===== config.mk =====
export PLATFORM = sky130hd
export DESIGN_NAME = np_fc_accumulator
export DESIGN_NICKNAME = d
export VERILOG_FILES = /design/src/rtl/np_fc_accumulator_pkg.sv /design/src/rtl/np_sat_shift.sv /design/src/rtl/np_fc_accumulator.sv
export SDC_FILE = /design/constraint.sdc
export NUM_CORES = 1
export LEC_CHECK = 0
export CAP_MARGIN = 30
export CELL_PAD_IN_SITES_DETAIL_PLACEMENT = 1
export CELL_PAD_IN_SITES_GLOBAL_PLACEMENT = 1
export CORE_UTILIZATION = 44
export DETAILED_ROUTE_END_ITERATION = 8
export PLACE_DENSITY = 0.82
export SETUP_SLACK_MARGIN = 0.5
export SYNTH_ARGS = -nofsm -noshare
export SYNTH_HDL_FRONTEND = slang
export SYNTH_SLANG_ARGS = --single-unit

===== constraint.sdc =====
create_clock -name clock -period 5.4 [get_ports clock]
set_input_delay 1.35 -clock clock [delete_from_list [all_inputs] [get_ports clock]]
set_output_delay 1.35 -clock clock [all_outputs]
set_load 0.01 [all_outputs]

===== src/rtl/np_fc_accumulator_pkg.sv =====
// Shared network parameters, widths and state encoding for the FC accumulator.
// Optional macro NP_FC_ACC_RELU_EN enables ReLU clamping in np_sat_shift.
package np_fc_accumulator_pkg;

   localparam int ADDR_MAX       = 242;
   localparam int NUM_KERNELS    = 4;
   localparam int NUM_TERMS_DEF  = ADDR_MAX * NUM_KERNELS;
   localparam int LANES_DEF      = 4;
   localparam int PROD_W         = 16;
   localparam int ACC_W          = 28;
   localparam int OUT_W          = 8;
   localparam int FRAC_SHIFT_DEF = 7;

   typedef enum logic [2:0] {
      S_IDLE,
      S_ACCUM,
      S_BIAS,
      S_SCALE,
      S_OUT
   } state_t;

   // One spare bit so a saturated counter always reads above any term count.
   function automatic int cnt_width(input int n);
      return $clog2(n + 1) + 1;
   endfunction

endpackage


===== src/rtl/np_sat_shift.sv =====
// Per-lane arithmetic right shift, optional ReLU and saturation to OUT_WIDTH.
// ReLU clamping is compiled in when NP_FC_ACC_RELU_EN is defined.
module np_sat_shift
   import np_fc_accumulator_pkg::*;
#(
   parameter int ACC_WIDTH  = ACC_W,
   parameter int OUT_WIDTH  = OUT_W,
   parameter int FRAC_SHIFT = FRAC_SHIFT_DEF
) (
   input  logic [ACC_WIDTH-1:0] acc,
   output logic [OUT_WIDTH-1:0] result
);

   localparam logic signed [ACC_WIDTH-1:0] OMAX =
      ACC_WIDTH'((64'd1 << (OUT_WIDTH - 1)) - 64'd1);
   localparam logic signed [ACC_WIDTH-1:0] OMIN = ~OMAX;

   logic signed [ACC_WIDTH-1:0] shifted;
   logic signed [ACC_WIDTH-1:0] clipped;

   always_comb begin
      shifted = $signed(acc) >>> FRAC_SHIFT;
      clipped = shifted;
`ifdef NP_FC_ACC_RELU_EN
      if (shifted[ACC_WIDTH-1]) clipped = '0;
`endif
      if (clipped > OMAX)
         result = OMAX[OUT_WIDTH-1:0];
      else if (clipped < OMIN)
         result = OMIN[OUT_WIDTH-1:0];
      else
         result = clipped[OUT_WIDTH-1:0];
   end

endmodule


===== src/rtl/np_fc_accumulator.sv =====
// FC accumulator: sums a product sweep per lane, adds bias, rescales, saturates.
// Build option NP_FC_ACC_RELU_EN clamps negative results to zero.
module np_fc_accumulator
   import np_fc_accumulator_pkg::*;
#(
   parameter int LANES      = LANES_DEF,
   parameter int PROD_WIDTH = PROD_W,
   parameter int ACC_WIDTH  = ACC_W,
   parameter int OUT_WIDTH  = OUT_W,
   parameter int FRAC_SHIFT = FRAC_SHIFT_DEF,
   parameter int NUM_TERMS  = NUM_TERMS_DEF
) (
   input  logic                        clock,
   input  logic                        reset,
   input  logic                        start,
   input  logic                        prod_valid,
   input  logic                        prod_last,
   input  logic [LANES*PROD_WIDTH-1:0] product,
   input  logic [LANES*ACC_WIDTH-1:0]  bias,
   output logic                        out_valid,
   input  logic                        out_ready,
   output logic [LANES*OUT_WIDTH-1:0]  result,
   output logic                        busy,
   output logic                        count_err
);

   localparam int CNT_W = cnt_width(NUM_TERMS);
   localparam logic [CNT_W-1:0] TERMS = CNT_W'(NUM_TERMS);

   state_t                 state;
   logic [ACC_WIDTH-1:0]   acc [LANES];
   logic [CNT_W-1:0]       cnt;
   logic [CNT_W-1:0]       cnt_nxt;
   logic [LANES*OUT_WIDTH-1:0] scaled;

   function automatic logic [ACC_WIDTH-1:0] sat_add(
      input logic [ACC_WIDTH-1:0] a,
      input logic [ACC_WIDTH-1:0] b
   );
      logic [ACC_WIDTH:0] s;
      s = {a[ACC_WIDTH-1], a} + {b[ACC_WIDTH-1], b};
      if (s[ACC_WIDTH] != s[ACC_WIDTH-1])
         return s[ACC_WIDTH] ? {1'b1, {(ACC_WIDTH-1){1'b0}}}
                             : {1'b0, {(ACC_WIDTH-1){1'b1}}};
      return s[ACC_WIDTH-1:0];
   endfunction

   function automatic logic [ACC_WIDTH-1:0] sext(
      input logic [PROD_WIDTH-1:0] p
   );
      return {{(ACC_WIDTH-PROD_WIDTH){p[PROD_WIDTH-1]}}, p};
   endfunction

   assign cnt_nxt = (cnt == '1) ? cnt : cnt + 1'b1;
   assign busy    = (state != S_IDLE);

   for (genvar i = 0; i < LANES; i++) begin : g_lane
      np_sat_shift #(
         .ACC_WIDTH  (ACC_WIDTH),
         .OUT_WIDTH  (OUT_WIDTH),
         .FRAC_SHIFT (FRAC_SHIFT)
      ) u_sat (
         .acc    (acc[i]),
         .result (scaled[i*OUT_WIDTH +: OUT_WIDTH])
      );
   end

   always_ff @(posedge clock) begin
      if (!reset) begin
         state     <= S_IDLE;
         cnt       <= '0;
         out_valid <= 1'b0;
         result    <= '0;
         count_err <= 1'b0;
         for (int i = 0; i < LANES; i++) acc[i] <= '0;
      end else if (start) begin
         // Restart from any state; a beat in this cycle is dropped.
         state     <= S_ACCUM;
         cnt       <= '0;
         out_valid <= 1'b0;
         count_err <= 1'b0;
         for (int i = 0; i < LANES; i++) acc[i] <= '0;
      end else begin
         case (state)
            S_ACCUM: begin
               if (prod_valid) begin
                  for (int i = 0; i < LANES; i++)
                     acc[i] <= sat_add(acc[i],
                        sext(product[i*PROD_WIDTH +: PROD_WIDTH]));
                  cnt <= cnt_nxt;
                  if (prod_last) begin
                     state <= S_BIAS;
                     if (cnt_nxt != TERMS) count_err <= 1'b1;
                  end
               end
            end
            S_BIAS: begin
               for (int i = 0; i < LANES; i++)
                  acc[i] <= sat_add(acc[i], bias[i*ACC_WIDTH +: ACC_WIDTH]);
               state <= S_SCALE;
            end
            S_SCALE: begin
               result    <= scaled;
               out_valid <= 1'b1;
               state     <= S_OUT;
            end
            S_OUT: begin
               if (out_ready) begin
                  out_valid <= 1'b0;
                  state     <= S_IDLE;
               end
            end
            default: state <= S_IDLE;
         endcase
      end
   end

endmodule

Figure 1. Met1 routing.
Bar = 50 µm. Supply wires on this layer in gray.
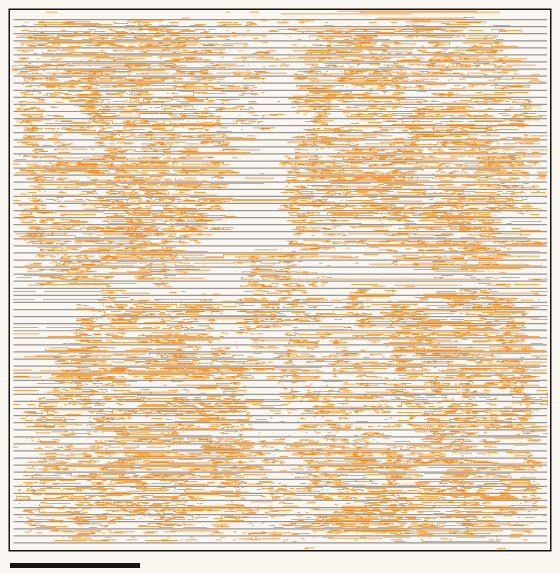
share of all routed wire: 45%
longest straight run: 82.8 µm
nets with wire on the layer: 2736

Figure 2. M2 wires.
Bar = 50 µm.
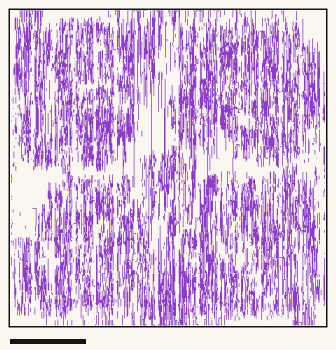
main direction: vertical
longest straight run: 103 µm
wire length on this layer: 32.1 mm
nets with wire on the layer: 2585

Figure 3. Met3 routing.
Cells faint in the background.
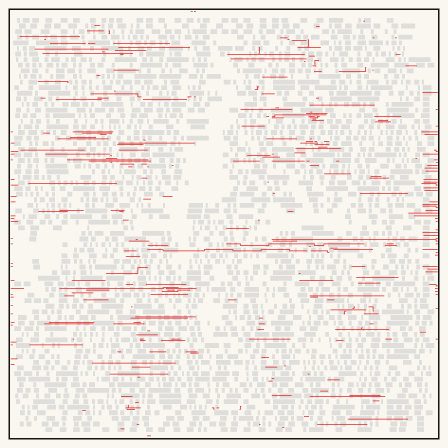
longest straight run: 79.6 µm
share of all routed wire: 3.9%
nets with wire on the layer: 224
wire length on this layer: 2600 µm

Figure 4. Metal 4.
Bar = 50 µm. Supply wires on this layer in gray.
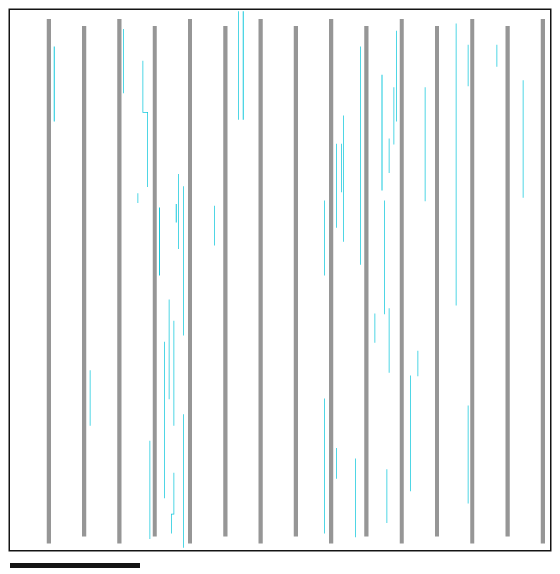
longest straight run: 108 µm
main direction: vertical

==> impl_metrics.yaml <==
# flow metrics
worst_setup_path:
  worstPathArrival_ns: 5.02
  crit_family: "AND-OR/OR-AND gates"
  cp_num_buf_inv: 2
pwr:
  power_uw: 4640
  p_leak_uw: 0.00945
final_layout:
  area_share_clock_buf_inv_pct: 2.39
  lay_top_count: "o21ai_0"
  signal_buffers: 267
  dominant-cell-class: "logic gates"
  n_fill_cell: 4990
  nFlopsAndLatches: 160
synth:
  topCellsByArea: "edfxtp_1, ha_1, o21ai_0, a21oi_1, xnor2_1"
  ys_cells: 2236
  ys_chip_area_um2: 18600
  yosys.cell_count.top_type: "o21ai_0"
  syn_area_per_cell_um2: 8.32
  top_cells_by_count: "o21ai_0, ha_1, a21oi_1"
global_routing:
  grt_usage_pct: 29.9
  antenna_found_initial: 1
hold_path:
  worstHoldPathCells: 2
  hp-start: "result[7]"
floorplan:
  die_h_um: 208
  dieArea_um2: 43100
run_status:
  outcome: "complete, no violations"
route:
  via_per_inst: 6.26
  drt_iter0_drc: 1133
  antenna_left: 0
  drt-pass1-iter-count: 5
clock_tree:
  ctsHtreeMaxLevel: 4
  path_clk_slew_ns: 0.07
  cts_sinks: 160
  cts_buffers: 17
  cts_tree: "done"
final_timing:
  maxClockFrequency_mhz: 208
  period_needed_ns: 4.80
  finClkSkew_ns: 0.00945
placement:
  dp_slack_ns: -0.0134
flow_run:
  max_cap_viol_count: 0
## tightest hold or removal path, delay by kind of cell, from the launching register on
| family | cells | cell delay, ns |
|---|---|---|
| simple gates | 1 | 0.05 |
| flops | 1 | 0.31 |
| compound gates | 1 | 0.06 |
## per-layer routing
metal | up-vias | share of wire, % | global-route usage (%)
met5 | - | 0 | 0
met4 | 0 | 2.2 | 9.02
met3 | 92 | 3.9 | 2.38
met2 | 475 | 48 | 51.5
met1 | 9218 | 45 | 39.9
li1 | 9036 | - | -
## power by group
group | total (µW) | internal [µW] | switching (µW)
combinational | 1980 | 844 | 1130
sequential | 1470 | 1380 | 89.6
clock | 1190 | 624 | 566
## registers in the layout, summed over array words and instances (netlist names)
signal / cells
out_valid: 1
state: 3
count_err: 1
cnt: 11
result: 32
acc: 112
Power is estimated from default activity; no workload was simulated.
